<file path="src/rtl/sdio_pkg.sv">
// Shared SDIO constants: field widths, frame lengths, FSM encodings and the
// CRC7 step used by both the response transmitter and the command receiver.
package sdio_pkg;

    localparam int IDX_W     = 6;
    localparam int ARG_W     = 32;
    localparam int CRC_W     = 7;
    localparam int SHIFT_LEN = 40;
    localparam int FRAME_LEN = 48;

    localparam logic [CRC_W-1:0] CRC7_POLY = 7'h09;

    localparam logic [2:0] ST_IDLE     = 3'd0;
    localparam logic [2:0] ST_NCR_WAIT = 3'd1;
    localparam logic [2:0] ST_SHIFT    = 3'd2;
    localparam logic [2:0] ST_CRC      = 3'd3;
    localparam logic [2:0] ST_END_BIT  = 3'd4;

    // Start bit 0, transmission bit 0 (card to host), index, argument.
    function automatic logic [SHIFT_LEN-1:0] build_frame(
        input logic [IDX_W-1:0] idx,
        input logic [ARG_W-1:0] arg
    );
        return {2'b00, idx, arg};
    endfunction

    function automatic logic [CRC_W-1:0] crc7_step(
        input logic [CRC_W-1:0] crc,
        input logic             din
    );
        logic fb;
        fb = din ^ crc[CRC_W-1];
        return {crc[CRC_W-2:0], 1'b0} ^ (fb ? CRC7_POLY : 7'h00);
    endfunction

endpackage

</file>
<file path="src/rtl/sdio_crc7.sv">
// Serial CRC7 (x^7 + x^3 + 1), one bit per enabled sd_clk edge, MSB-first data.
module sdio_crc7
    import sdio_pkg::*;
(
    input  logic             sd_clk,
    input  logic             rst_n,
    input  logic             clear,
    input  logic             enable,
    input  logic             din,
    output logic [CRC_W-1:0] crc
);

    logic [CRC_W-1:0] crc_q;
    logic [CRC_W-1:0] crc_d;

    // Clear wins so a restart never mixes in bits from an aborted frame.
    always_comb begin
        crc_d = crc_q;
        if (clear) begin
            crc_d = '0;
        end else if (enable) begin
            crc_d = crc7_step(crc_q, din);
        end
    end

    always_ff @(posedge sd_clk or negedge rst_n) begin
        if (!rst_n) begin
            crc_q <= '0;
        end else begin
            crc_q <= crc_d;
        end
    end

    assign crc = crc_q;

endmodule

</file>
<file path="src/rtl/sdio_resp_tx.sv">
// SDIO response transmitter: serialises a 48-bit response frame onto CMD after
// an NCR gap. The line registers are loaded from the next state, so the driven
// bit always matches the state the FSM is in during that cycle.
module sdio_resp_tx
    import sdio_pkg::*;
#(
    parameter int NCR_CYCLES = 2
) (
    input  logic             sd_clk,
    input  logic             rst_n,
    input  logic             resp_valid,
    output logic             resp_ready,
    input  logic [IDX_W-1:0] resp_index,
    input  logic [ARG_W-1:0] resp_arg,
    input  logic             resp_no_crc,
    input  logic             resp_abort,
    output logic             sd_cmd_out,
    output logic             sd_cmd_dir,
    output logic             resp_busy,
    output logic             resp_done,
    output logic [2:0]       dbg_state
);

    localparam logic [5:0] NCR_LAST   = 6'(NCR_CYCLES - 1);
    localparam logic [5:0] SHIFT_LAST = 6'(SHIFT_LEN - 1);
    localparam logic [5:0] CRC_LAST   = 6'(CRC_W - 1);
    localparam logic [2:0] CRC_TOP    = 3'(CRC_W - 1);

    logic [2:0]           state_q, state_d;
    logic [5:0]           cnt_q, cnt_d;
    logic [SHIFT_LEN-1:0] frame_q, frame_d;
    logic                 no_crc_q, no_crc_d;
    logic                 cmd_out_q, cmd_out_d;
    logic                 cmd_dir_q, cmd_dir_d;
    logic                 crc_clr, crc_en, crc_din;
    logic [CRC_W-1:0]     crc;
    logic [5:0]           bit_idx;
    logic                 accept;

    assign resp_ready = rst_n && (state_q == ST_IDLE) && !resp_abort;
    assign accept     = resp_valid && resp_ready;

    always_comb begin
        state_d   = state_q;
        cnt_d     = cnt_q;
        frame_d   = frame_q;
        no_crc_d  = no_crc_q;
        crc_clr   = 1'b0;
        crc_en    = 1'b0;
        crc_din   = 1'b0;
        cmd_out_d = 1'b1;
        cmd_dir_d = 1'b0;
        bit_idx   = '0;

        case (state_q)
            ST_IDLE: begin
                if (accept) begin
                    frame_d  = build_frame(resp_index, resp_arg);
                    no_crc_d = resp_no_crc;
                    cnt_d    = '0;
                    state_d  = (NCR_CYCLES > 0) ? ST_NCR_WAIT : ST_SHIFT;
                end
            end
            ST_NCR_WAIT: begin
                if (cnt_q == NCR_LAST) begin
                    state_d = ST_SHIFT;
                    cnt_d   = '0;
                end else begin
                    cnt_d = cnt_q + 6'd1;
                end
            end
            ST_SHIFT: begin
                if (cnt_q == SHIFT_LAST) begin
                    state_d = ST_CRC;
                    cnt_d   = '0;
                end else begin
                    cnt_d = cnt_q + 6'd1;
                end
            end
            ST_CRC: begin
                if (cnt_q == CRC_LAST) begin
                    state_d = ST_END_BIT;
                    cnt_d   = '0;
                end else begin
                    cnt_d = cnt_q + 6'd1;
                end
            end
            ST_END_BIT: begin
                state_d = ST_IDLE;
                cnt_d   = '0;
            end
            default: begin
                state_d = ST_IDLE;
                cnt_d   = '0;
            end
        endcase

        if (resp_abort && (state_q != ST_IDLE)) begin
            state_d = ST_IDLE;
            cnt_d   = '0;
        end

        // Every return to IDLE leaves the CRC at zero for the next frame.
        if ((state_d == ST_IDLE) && (state_q != ST_IDLE)) begin
            crc_clr = 1'b1;
        end

        // The CRC absorbs each frame bit on the same edge that drives it, so
        // it is complete by the first CRC-state cycle.
        case (state_d)
            ST_SHIFT: begin
                bit_idx   = SHIFT_LAST - cnt_d;
                cmd_out_d = frame_d[bit_idx];
                cmd_dir_d = 1'b1;
                crc_en    = 1'b1;
                crc_din   = frame_d[bit_idx];
            end
            ST_CRC: begin
                cmd_out_d = no_crc_q | crc[CRC_TOP - cnt_d[2:0]];
                cmd_dir_d = 1'b1;
            end
            ST_END_BIT: begin
                cmd_out_d = 1'b1;
                cmd_dir_d = 1'b1;
            end
            default: begin
                cmd_out_d = 1'b1;
                cmd_dir_d = 1'b0;
            end
        endcase
    end

    always_ff @(posedge sd_clk or negedge rst_n) begin
        if (!rst_n) begin
            state_q   <= ST_IDLE;
            cnt_q     <= '0;
            frame_q   <= '0;
            no_crc_q  <= 1'b0;
            cmd_out_q <= 1'b1;
            cmd_dir_q <= 1'b0;
        end else begin
            state_q   <= state_d;
            cnt_q     <= cnt_d;
            frame_q   <= frame_d;
            no_crc_q  <= no_crc_d;
            cmd_out_q <= cmd_out_d;
            cmd_dir_q <= cmd_dir_d;
        end
    end

    sdio_crc7 u_crc7 (
        .sd_clk (sd_clk),
        .rst_n  (rst_n),
        .clear  (crc_clr),
        .enable (crc_en),
        .din    (crc_din),
        .crc    (crc)
    );

    assign sd_cmd_out = cmd_out_q;
    assign sd_cmd_dir = cmd_dir_q;
    assign resp_busy  = (state_q != ST_IDLE);
    assign resp_done  = (state_q == ST_END_BIT) && !resp_abort;
    assign dbg_state  = state_q;

endmodule

</file>
<file path="config.mk">
export PLATFORM = sky130hd
export DESIGN_NAME = sdio_resp_tx
export DESIGN_NICKNAME = d
export VERILOG_FILES = /design/src/rtl/sdio_pkg.sv /design/src/rtl/sdio_crc7.sv /design/src/rtl/sdio_resp_tx.sv
export SDC_FILE = /design/constraint.sdc
export NUM_CORES = 1
export LEC_CHECK = 0
export CAP_MARGIN = 20
export CORE_MARGIN = 2
export CORE_UTILIZATION = 45
export CTS_CLUSTER_SIZE = 25
export DETAILED_ROUTE_END_ITERATION = 10
export GPL_TIMING_DRIVEN = 0
export HOLD_SLACK_MARGIN = 0.03
export PLACE_DENSITY = 0.69
export REMOVE_ABC_BUFFERS = 1
export SLEW_MARGIN = 20
export SYNTH_ARGS = -nofsm -noshare
export SYNTH_HDL_FRONTEND = slang
export SYNTH_HIERARCHICAL = 1
export SYNTH_SLANG_ARGS = --single-unit
</file>
<file path="constraint.sdc">
create_clock -name sd_clk -period 10 [get_ports sd_clk]
set_input_delay 1.5 -clock sd_clk [delete_from_list [all_inputs] [get_ports sd_clk]]
set_output_delay 1.5 -clock sd_clk [all_outputs]
set_load 0.02 [all_outputs]
</file>
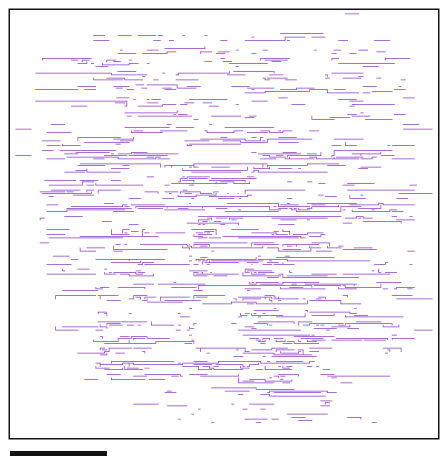
Figure 1: signal wires on met1.
Scale bar: 20 um.
- nets with wire on the layer: 343
- share of all routed wire: 48%
- wire length on this layer: 3070 um
- main direction: horizontal
- longest straight run: 29.4 um

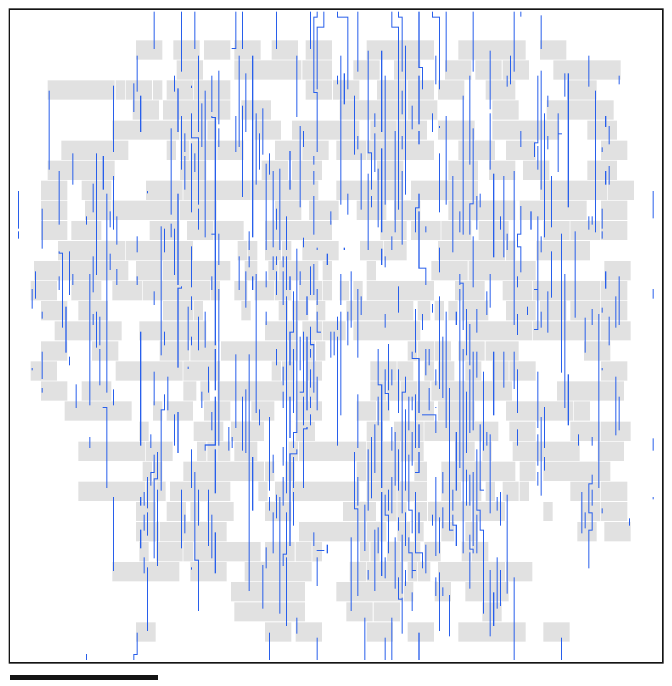
Figure 2: M2 wires.
Scale bar: 20 um.
- share of all routed wire: 46%
- nets with wire on the layer: 326
- main direction: vertical
- wire length on this layer: 2940 um
- longest straight run: 32.0 um

==> metrics.cfg <==
[floorplan]
fp.dieW_um = 88.37
tapCellCount = 96
placement_rows = 30

[clock_tree]
cts-buffers-inserted = 9
postCtsSetupBuffers = 0
clock_insertion_delay_worst_skew_ps = 340
ctsResizeCount = 0
cts_tree = built
cts-hold-fix-buffers = 0
root_buf_cell = clkbuf_8
cts.sink_count = 59
clk_pin_slew_worst_paths_ps = 70

[grt]
grt_antenna_before_repair = 0
grt_overflow_total = 0
via_count_of_the_first_global_routing_pass = 2147
pin_count_of_the_biggest_net_entering_global_routing = 48

[finish]
num-nonclk-buffers = 54
mostFrequentLayoutCells = 58 x dfrtp_1, 49 x clkdlybuf4s50_1, 37 x mux2_2, 32 x mux2i_1, 30 x nor2_1
largest_cell_class = logic gates
nNetsFinal = 380
non_clock_buffer_share_pct = 13.99
seqCellArea_um2 = 1478
comb-cell-share_pct = 39.47
mostFrequentLayoutCell = dfrtp_1
area.combinational_um2 = 1592
final.signal_inverter_count = 13
final_layout_size_suffix_gt1_share_pct = 22.26

[detailed_routing]
post_route_met1_wirelength_um = 3072
drt-vias-per-instance = 5.152
routed-wl-met2_um = 2940
total_met3_wirelength_after_detailed_routing_um = 202
top_layer = met4
drc = 0

[logic_synthesis]
syn_avg_cell_area_um2 = 11.48
netlist.top_cell.by_area = dfrtp_1
distinct_lib_cells = 56
ys.flops = 59
synth_stat.cells = 279
synthArstFlopShare_pct = 100.0
synth-edff-count = 0
cells_after_synthesis = 279

[placed_design]
finalWeightedCongestion = 0.8142
hpwl_um = 4554
preCtsSetupSlack_ps = 4749
io_buffer_count = 50

[sta]
finalSetupViolations = 0
rsz0062_at_grt = no
min_period_over_period_pct = 48.92
timing_worst_slew_pin_value_ps = 756.6
timing.final.max_slew_violations = 0
min_period_ps = 4892
maxClockFrequency_mhz = 204.4
final-hold-violation-count = 0
worst_slack_ps = 5108

[critical_path]
critical_path.top_delay_family = AND-OR/OR-AND gates
endpoint_kind_of_the_worst_setup_timing_path = flop
critPathMaxFanout = 16
regToRegStartpoint = cnt_q[0]
startpoint = resp_abort
cp_cell_sequence = clkdlybuf4s50_1, a21oi_4, inv_2, o41ai_4, buf_6, mux2_2, a211o_1, nor4b_2, a31oi_1, nor2_1, xnor2_1, nand4b_1, o211ai_1
timing_worst_setup_path_type = input pin to flop
cp_slowest_stage_delay_ps = 730
setup.worst_path.start_class = input pin

[power]
power_density_nw_per_um2 = 275.1
ir_drop_mv = 0.1189
p_sw_share_pct = 35.09
p_leak_uw = 0.001659
internal_power_uw = 720.1

[outcome]
run_status = complete, no violations

[worst_hold_path]
hold_path.startpoint = frame_q[31]

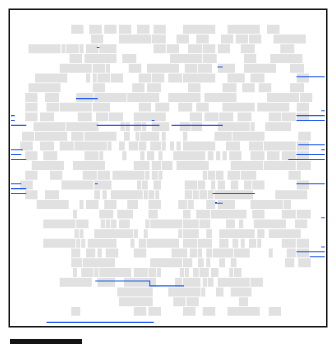
Figure 3: met3 routing.
Scale bar: 20 um.
- share of all routed wire: 3.2%
- wire length on this layer: 202 um
- longest straight run: 29.7 um
Detailed Route WL: 6375 um
via count of the routed design: 2231
met3 track demand over resource: 3.918%

## cell families (layout without fill, tap and decap cells)
| group | Yosys count | count (layout) | share of synthesized area (%) |
|---|---|---|---|
| and+or+nand+nor | 86 | 86 | 13.91 |
| adders and majority gates | 5 | 5 | 1.953 |
| DFF | 59 | 59 | 46.13 |
| muxes | 70 | 70 | 23.71 |
| AOI/OAI and AO/OA | 32 | 32 | 9.415 |
| xor gates and xnor gates | 2 | 2 | 0.5470 |
| buffers and inverters | 25 | 83 | 4.336 |
## power groups by stage
stage                     sequential, uW  clock [uW]  combinational, uW
after global routing                 382         265                535
after global placement               373           0                475
after detailed placement             376           0                492
final                                371         250                488
after CTS                            372         255                494
after floorplan                      370           0                361
## per-layer routing
layer / GRT usage, % / vias up
met3: 3.918 / 10
li1: - / 1102
met5: 0 / -
met1: 23.78 / 1081
met4: 9.917 / 0
met2: 26.38 / 38
## sequential cells by signal (all words and copies together), names as in the netlist
register / flops
cnt_q: 6
dbg_state: 3
frame_q: 40
no_crc_q: 1
sd_cmd_dir: 1
sd_cmd_out: 1
u_crc7/crc: 7
## per-stage QoR
stage	std cells	util [%]	area [um^2]	total power, uW
CTS	433	59.03	4033	1121
global placement	413	54.69	3736	847.7
detailed placement	417	55.70	3805	867.9
global route	433	59.03	4033	1181
floorplan	267	-	3115	730.6
finish	433	59.03	4033	1109
## worst register-to-register path: stages, from the launching register on
cell      delay (ps)
dfrtp_1          490
ha_1             250
nand4b_1         100
nor3_1           470
o21bai_2         230
nand2b_1         150
nor2_1            50
o22ai_1          120
nand2b_1         170
ha_1             240
nor3_1            70
and3_2           220
a221o_1          290
nor2_1           150
o41ai_1          100
nor4b_2          210
a31oi_1           90
nor2_1           140
xnor2_1          190
nand4b_1         140
o211ai_1         120
Power figures rest on the tool's default switching activity, not on a simulated workload.
